### M3 wires, run 1

Bar = 20 um.
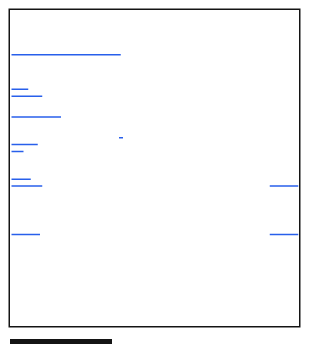
### Where the registers sit, run 1

Other sequential cells in the stronger gray, the rest of the logic in the fainter gray.
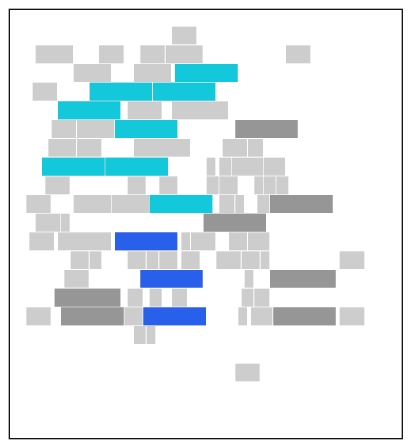
### Clock wires, drivers and flops, run 1

Bar = 20 um.
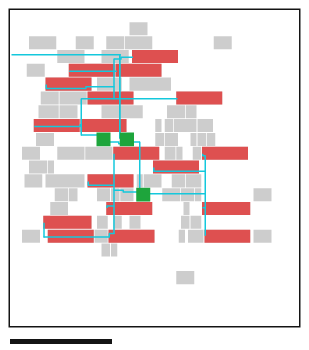
<file path="config.mk">
export PLATFORM = sky130hd
export DESIGN_NAME = uart_tx
export DESIGN_NICKNAME = d
export VERILOG_FILES = /design/src/rtl/uart_tx.sv
export SDC_FILE = /design/constraint.sdc
export NUM_CORES = 1
export LEC_CHECK = 0
export ABC_AREA = 0
export CAP_MARGIN = 5
export CORE_ASPECT_RATIO = 1.1
export CORE_MARGIN = 2
export CORE_UTILIZATION = 30
export CTS_CLUSTER_DIAMETER = 120
export DETAILED_ROUTE_END_ITERATION = 10
export PLACE_DENSITY = 0.56
export SLEW_MARGIN = 10
export SYNTH_ARGS = -nofsm -noshare
export SYNTH_HDL_FRONTEND = slang
export SYNTH_SLANG_ARGS = --single-unit
</file>
<file path="constraint.sdc">
create_clock -name clk -period 4.25 [get_ports clk]
set_input_delay 0.85 -clock clk [delete_from_list [all_inputs] [get_ports clk]]
set_output_delay 0.85 -clock clk [all_outputs]
set_load 0.01 [all_outputs]
</file>
<file path="src/rtl/uart_tx.sv">
// UART serializer: start, LSB-first data, optional parity, stop bits, each one cke interval long.
// Line falls one cycle after the first cke following accept; ready stays low for the whole frame, so upstream holds its word.
module uart_tx #(
    parameter int DATA_BITS = 8,
    parameter int PARITY    = 0,
    parameter int STOP_BITS = 1
) (
    input  logic                 clk,
    input  logic                 rst_,
    input  logic                 cke,
    input  logic [DATA_BITS-1:0] data,
    input  logic                 valid,
    output logic                 ready,
    output logic                 tx,
    output logic                 busy,
    output logic                 done
);

    localparam int IW = $clog2(DATA_BITS);
    localparam logic [IW-1:0] LAST_IDX = IW'(DATA_BITS - 1);

    typedef enum logic [2:0] {IDLE, SYNC, START, DATA, PAR, STOP} state_t;

    state_t               state, state_nxt;
    logic [DATA_BITS-1:0] shreg, shreg_nxt;
    logic [IW-1:0]        idx, idx_nxt, idx_inc;
    logic                 cnt, cnt_nxt;
    logic                 par_bit, par_nxt;
    logic                 tx_nxt, done_nxt, ready_nxt;

    assign idx_inc = idx + 1'b1;

    always_comb begin
        state_nxt = state;
        shreg_nxt = shreg;
        idx_nxt   = idx;
        cnt_nxt   = cnt;
        par_nxt   = par_bit;
        tx_nxt    = tx;
        done_nxt  = 1'b0;
        case (state)
            IDLE: begin
                tx_nxt = 1'b1;
                // A cke in the accept cycle is deliberately not acted on; SYNC waits for the next one.
                if (valid && ready) begin
                    shreg_nxt = data;
                    par_nxt   = (PARITY == 1) ? ~^data : ^data;
                    state_nxt = SYNC;
                end
            end
            SYNC: begin
                if (cke) begin
                    tx_nxt    = 1'b0;
                    state_nxt = START;
                end
            end
            START: begin
                if (cke) begin
                    tx_nxt    = shreg[0];
                    idx_nxt   = '0;
                    state_nxt = DATA;
                end
            end
            DATA: begin
                if (cke) begin
                    if (idx < LAST_IDX) begin
                        tx_nxt  = shreg[idx_inc];
                        idx_nxt = idx_inc;
                    end else if (PARITY != 0) begin
                        tx_nxt    = par_bit;
                        state_nxt = PAR;
                    end else begin
                        tx_nxt    = 1'b1;
                        cnt_nxt   = 1'b0;
                        state_nxt = STOP;
                    end
                end
            end
            PAR: begin
                if (cke) begin
                    tx_nxt    = 1'b1;
                    cnt_nxt   = 1'b0;
                    state_nxt = STOP;
                end
            end
            STOP: begin
                if (cke) begin
                    if (STOP_BITS == 2 && !cnt) begin
                        cnt_nxt = 1'b1;
                    end else begin
                        done_nxt  = 1'b1;
                        state_nxt = IDLE;
                    end
                end
            end
            default: state_nxt = IDLE;
        endcase
    end

    // ready/busy are registered copies of the next state, so they flip together with done.
    assign ready_nxt = (state_nxt == IDLE);

    always_ff @(posedge clk or negedge rst_) begin
        if (!rst_) begin
            state   <= IDLE;
            shreg   <= '0;
            idx     <= '0;
            cnt     <= 1'b0;
            par_bit <= 1'b0;
            tx      <= 1'b1;
            ready   <= 1'b1;
            busy    <= 1'b0;
            done    <= 1'b0;
        end else begin
            state   <= state_nxt;
            shreg   <= shreg_nxt;
            idx     <= idx_nxt;
            cnt     <= cnt_nxt;
            par_bit <= par_nxt;
            tx      <= tx_nxt;
            ready   <= ready_nxt;
            busy    <= !ready_nxt;
            done    <= done_nxt;
        end
    end

endmodule

</file>
==> out/results.tsv, run 1 <==
stage	metric	value	unit
final_timing	final worst path period share	52.1	%
clock_tree	register clock-pin slew on the reported worst setup and hold paths	0.11	ns
route	number of optimization iterations in the first detailed-route pass	4	
yosys	cell types with the highest counts after synthesis	16 x dfrtp_1, 7 x mux2_4, 5 x o21ai_0	
yosys	yosys cell count	74	
critical_path	Worst Path Required	3.40	ns
final_layout	footprint of the multi-input gates	414	sq um
critical_path	Crit Path Category	register to output pin	
floorplan	tap cells	34	
pwr	Switching Power	0.142	mW
yosys	yosys synthesis chip area	923	sq um
final_timing	Fin. Hold Viols	0	
clock_tree	master cell of the clock root buffer	clkbuf_4	
status	outcome	completed	
yosys	#FFs+latches synth	18	
clock_tree	total of cells resized after clock tree synthesis	0	
final_timing	Max Slew Vio Count	0	
yosys	Floorplan Nets	87	
global_routing	global-route total usage across every layer	10.0	%
clock_tree	CTS H-tree lvls	1	
floorplan	core region area	3000	sq um
route	met1 WL	796	um
global_routing	met3 track demand over resource in global routing	2.71	%
pwr	share of power burned in registers	50.3	%
placement	DP Cell Count	117	
critical_path	highest fanout seen on the critical path	2	
yosys	synthesized area per cell	12.5	sq um
yosys	post-synthesis adder-cell area fraction	1.36	%
yosys	Synth area leader	dfrtp_1	
final_layout	ratio of cells with drive above 1 in the final layout	20.7	%
run	max-cap violation count	0	
route	post-DR wirelength/cell	12.7	um
critical_path	destination of the critical timing path	ready	
placement	Post-DP HPWL	1.11	mm
final_timing	Final TNS setup	0	ns
final_layout	logic share of the area	37.3	%
final_layout	biggest registers after layout	shreg: 8 flops, idx: 3 flops, state: 3 flops	
final_layout	antenna diode instance count	0	
pwr	Top pwr grp	registers	
placement	routability cong.	0.705	
final_layout	number of fill cells	310	
final_layout	combinational gate count	46	
critical_path	CP cell instances	clkdlybuf4s50_1	
critical_path	cell at the slowest stage of the critical path	dfstp_2	
final_layout	largest cell class by area	sequential cells	
global_routing	number of antenna violations at the first check in global routing	0	
yosys	AND-OR/OR-AND share of the synthesized area	13.6	%
pwr	cell-internal power	0.349	mW
clock_tree	buffer depth of the longest clock path	2	
critical_path	r2r endpoint	shreg[7]	
About 'M3 wires':
wire length on this layer: 71.5 um
longest straight run: 21.2 um

About 'Where the registers sit':
| netlist name | color | flops |
|---|---|---|
| shreg | cyan | 8 |
| state | blue | 3 |
not colored: 7
core occupancy in the finished layout: 37.1%
share of cell area taken by flip-flops and latches: 40.8%
total sequential power: 0.247 mW

About 'Clock wires, drivers and flops':
[clock wires] cyan | length: 217 um
[clock-net drivers] green | count: 3
[flip-flops] red | count: 18
routed clock nets: 4
clock group share of total power: 21.2%
worst skew pair latency: 0.29 ns
power dissipated in the clock network: 0.104 mW
post-route clock skew: 0.00473 ns

### Wiring by layer, run 1

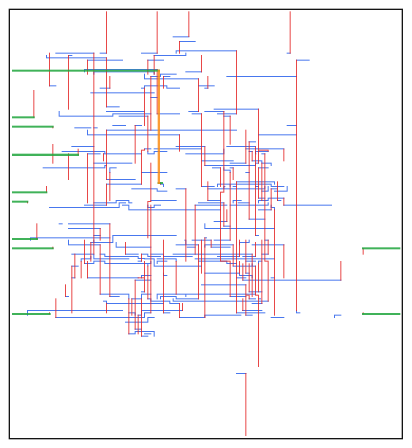

==> run 2: changes to the inputs <==
Settings changed: PLACE_DENSITY 0.56 to 0.58.
Clock period 4.25 ns to 1.9 ns, I/O delays scaled along.
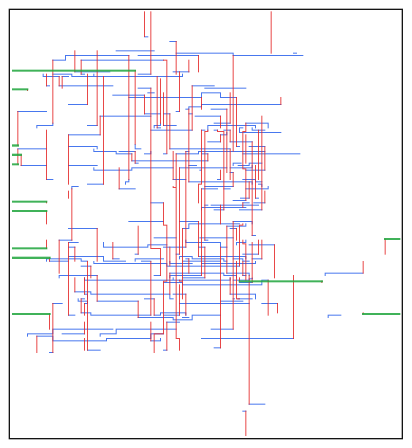
*Wiring by layer, run 2*
| layer | color | wire length |
|---|---|---|
| M2 | red | 741 um |
| M3 | green | 66.7 um |
| M1 | blue | 788 um |
post-DR wirelength/cell: 12.9 um
routed wire length: 1.60 mm

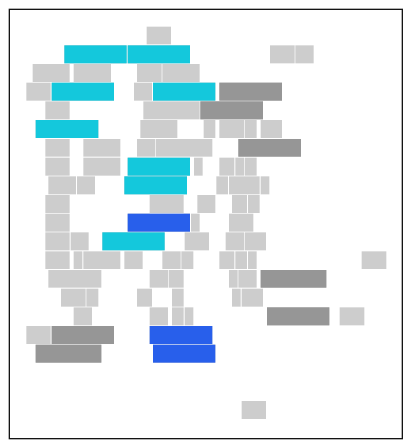
*Where the registers sit, run 2*
Other sequential cells in the stronger gray, the rest of the logic in the fainter gray.
| netlist name | color | flops |
|---|---|---|
| state | blue | 3 |
| shreg | cyan | 8 |

==> run 2 against run 1 <==
  * Worst setup slack worse by 1.9 ns
  * Global-route usage up 0.72 points
  * Critical path type unchanged
  * Largest power group unchanged
  * Highest routed layer is now met3
  * Utilization up 0.75 points
  * Combinational power grew 130%
  * Clock skew grew 0.0028 ns
==> out/results.tsv, run 2 <==
stage	metric	value	unit	change
final_layout	core occupancy in the finished layout	37.8	%	+0.75 points
final_timing	post-route clock skew	0.00748	ns	+0.00275 ns
pwr	clock group share of total power	21.1	%	about the same
pwr	total sequential power	0.555	mW	+120%
yosys	yosys synthesis chip area	923	sq um	unchanged
critical_path	cell at the slowest stage of the critical path	dfstp_2		
pwr	share of power burned in registers	50.1	%	-0.2 points
critical_path	CP cell instances	clkdlybuf4s50_1		
critical_path	r2r endpoint	shreg[4]		
yosys	Floorplan Nets	87		unchanged
run	max-cap violation count	0		unchanged
final_layout	share of cell area taken by flip-flops and latches	40.0	%	-0.81 points
final_timing	Final TNS setup	0	ns	unchanged
yosys	synthesized area per cell	12.5	sq um	unchanged
route	met1 WL	788	um	-1.0%
placement	routability cong.	0.780		+11%
clock_tree	master cell of the clock root buffer	clkbuf_4		
clock_tree	register clock-pin slew on the reported worst setup and hold paths	0.10	ns	about the same
critical_path	Crit Path Category	register to output pin		
floorplan	tap cells	34		unchanged
placement	DP Cell Count	120		+2.6%
final_layout	antenna diode instance count	0		unchanged
status	outcome	completed		
placement	Post-DP HPWL	1.19	mm	+7.5%
pwr	power dissipated in the clock network	0.233	mW	+120%
clock_tree	total of cells resized after clock tree synthesis	0		unchanged
yosys	AND-OR/OR-AND share of the synthesized area	13.6	%	unchanged
yosys	#FFs+latches synth	18		unchanged
pwr	Switching Power	0.325	mW	+130%
final_layout	biggest registers after layout	shreg: 8 flops, idx: 3 flops, state: 3 flops		
global_routing	number of antenna violations at the first check in global routing	0		unchanged
critical_path	destination of the critical timing path	ready		
global_routing	global-route total usage across every layer	10.7	%	+0.72 points
yosys	post-synthesis adder-cell area fraction	1.36	%	unchanged
pwr	Top pwr grp	registers		
final_timing	Fin. Hold Viols	0		unchanged
final_layout	footprint of the multi-input gates	414	sq um	unchanged
final_timing	Max Slew Vio Count	0		unchanged
yosys	cell types with the highest counts after synthesis	16 x dfrtp_1, 7 x mux2_4, 5 x o21ai_0		
final_layout	logic share of the area	36.5	%	-0.74 points
pwr	cell-internal power	0.782	mW	+120%
floorplan	core region area	3000	sq um	unchanged
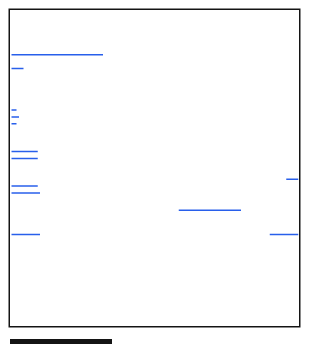
*M3 wires, run 2*
Bar = 20 um.
total via count after detailed routing: 605
met3 track demand over resource in global routing: 2.50%

==> run 3: changes to the inputs <==
Settings changed: PLACE_DENSITY 0.58 to 0.56.
Clock period 1.9 ns to 2.2 ns, I/O delays scaled along.
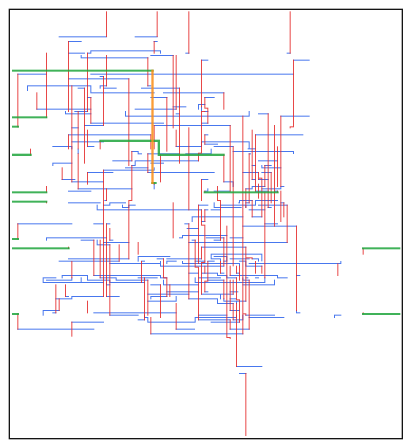
*Wiring by layer, run 3*
| layer | color | wire length |
|---|---|---|
| M2 | red | 703 um |
| M3 | green | 88.8 um |
| M1 | blue | 839 um |
| M4 | orange | 16.3 um |

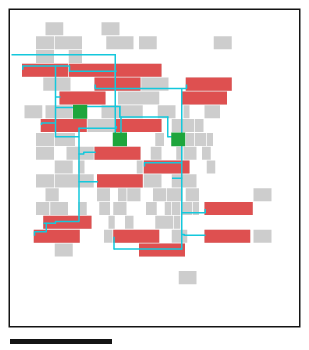
*Clock wires, drivers and flops, run 3*
Bar = 20 um.
power dissipated in the clock network: 0.209 mW
clock group share of total power: 21.8%
post-route clock skew: 0.000598 ns
worst skew pair latency: 0.30 ns

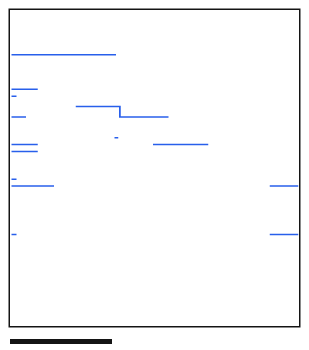
*M3 wires, run 3*
Bar = 20 um.
main direction: horizontal
nets with wire on the layer: 13
longest straight run: 20.2 um
wire length on this layer: 88.8 um
share of all routed wire: 5.4%
routed wire length: 1.65 mm
met3 track demand over resource in global routing: 3.96%

==> run 3 against run 2 <==
  * Final cell count shrank 0.81%
  * Combinational power is 14% lower
  * Clock skew decreased by 0.0069 ns
  * Routed wire length is 3.2% higher
  * First-iteration DRC count fell by 79%
  * Design area fell by 0.66%
  * Clock power down about 10%
  * Utilization shrank 0.25 points
  * Total power decreased by 13%
  * Sequential power down 14%
==> out/results.tsv, run 3 <==
stage	metric	value	unit	change
status	outcome	completed		
critical_path	CP cell instances	clkdlybuf4s50_1		
final_timing	worst max-slew margin expressed relative to the limit	62.2	%	
final_layout	cell area after layout	1130	sq um	
critical_path	worst r2r path cells	3		
final_timing	timing-limited maximum frequency	551	MHz	
yosys	AND-OR/OR-AND share of the synthesized area	13.6	%	unchanged
final_layout	number of flip-flops under the largest register name	8		
clock_tree	total of cells resized after clock tree synthesis	0		unchanged
final_layout	Clock Buffer Count	4		
final_layout	top logic cells by instance count in the layout	16 x dfrtp_1, 15 x clkdlybuf4s50_1, 7 x mux2_4, 5 x o21ai_0		
final_timing	Final TNS setup	0	ns	unchanged
clock_tree	register clock-pin slew on the reported worst setup and hold paths	0.11	ns	about the same
yosys	#FFs+latches synth	18		unchanged
final_timing	Max Slew Vio Count	0		unchanged
yosys	post-synthesis adder-cell area fraction	1.36	%	unchanged
route	total via count after detailed routing	605		unchanged
placement	DP Cell Count	119		-0.83%
route	post-DR wirelength/cell	13.4	um	+4.0%
final_layout	footprint of the multi-input gates	414	sq um	unchanged
pwr	Top pwr grp	registers		
critical_path	r2r endpoint	shreg[7]		
final_layout	Area Growth Syn to Fin	22.0	%	
global_routing	number of antenna violations at the first check in global routing	0		unchanged
final_layout	core occupancy in the finished layout	37.6	%	-0.25 points
global_routing	met1 usage in global routing	15.7	%	
placement	routability cong.	0.737		-5.5%
placement	dpl cell area	1090	sq um	
route	met1 WL	839	um	+6.5%
critical_path	Crit Path Category	register to output pin		
pwr	total sequential power	0.476	mW	-14%
pwr	Switching Power	0.284	mW	-12%
global_routing	global-route total usage across every layer	10.6	%	-0.16 points
final_timing	Fin. Hold Viols	0		unchanged
placement	Post-DP HPWL	1.19	mm	-0.51%
final_layout	share of cell area taken by flip-flops and latches	40.2	%	+0.27 points
floorplan	tap cells	34		unchanged
yosys	cell types with the highest counts after synthesis	16 x dfrtp_1, 7 x mux2_4, 5 x o21ai_0		
global_routing	number of global-route vias before repair	593		
pwr	share of power burned in registers	49.5	%	-0.6 points
clock_tree	master cell of the clock root buffer	clkbuf_4		
yosys	Floorplan Nets	87		unchanged
critical_path	destination of the critical timing path	ready		
final_layout	logic share of the area	36.8	%	+0.24 points
pwr	cell-internal power	0.676	mW	-14%
route	number of optimization iterations in the first detailed-route pass	4		
final_layout	biggest registers after layout	shreg: 8 flops, idx: 3 flops, state: 3 flops		
final_layout	antenna diode instance count	0		unchanged
yosys	yosys synthesis chip area	923	sq um	unchanged
clock_tree	number of setup buffers added after CTS	0		
critical_path	cell at the slowest stage of the critical path	dfstp_2		
run	max-cap violation count	0		unchanged
yosys	synthesized area per cell	12.5	sq um	unchanged
floorplan	core region area	3000	sq um	unchanged
Power and IR drop assume default switching activity.
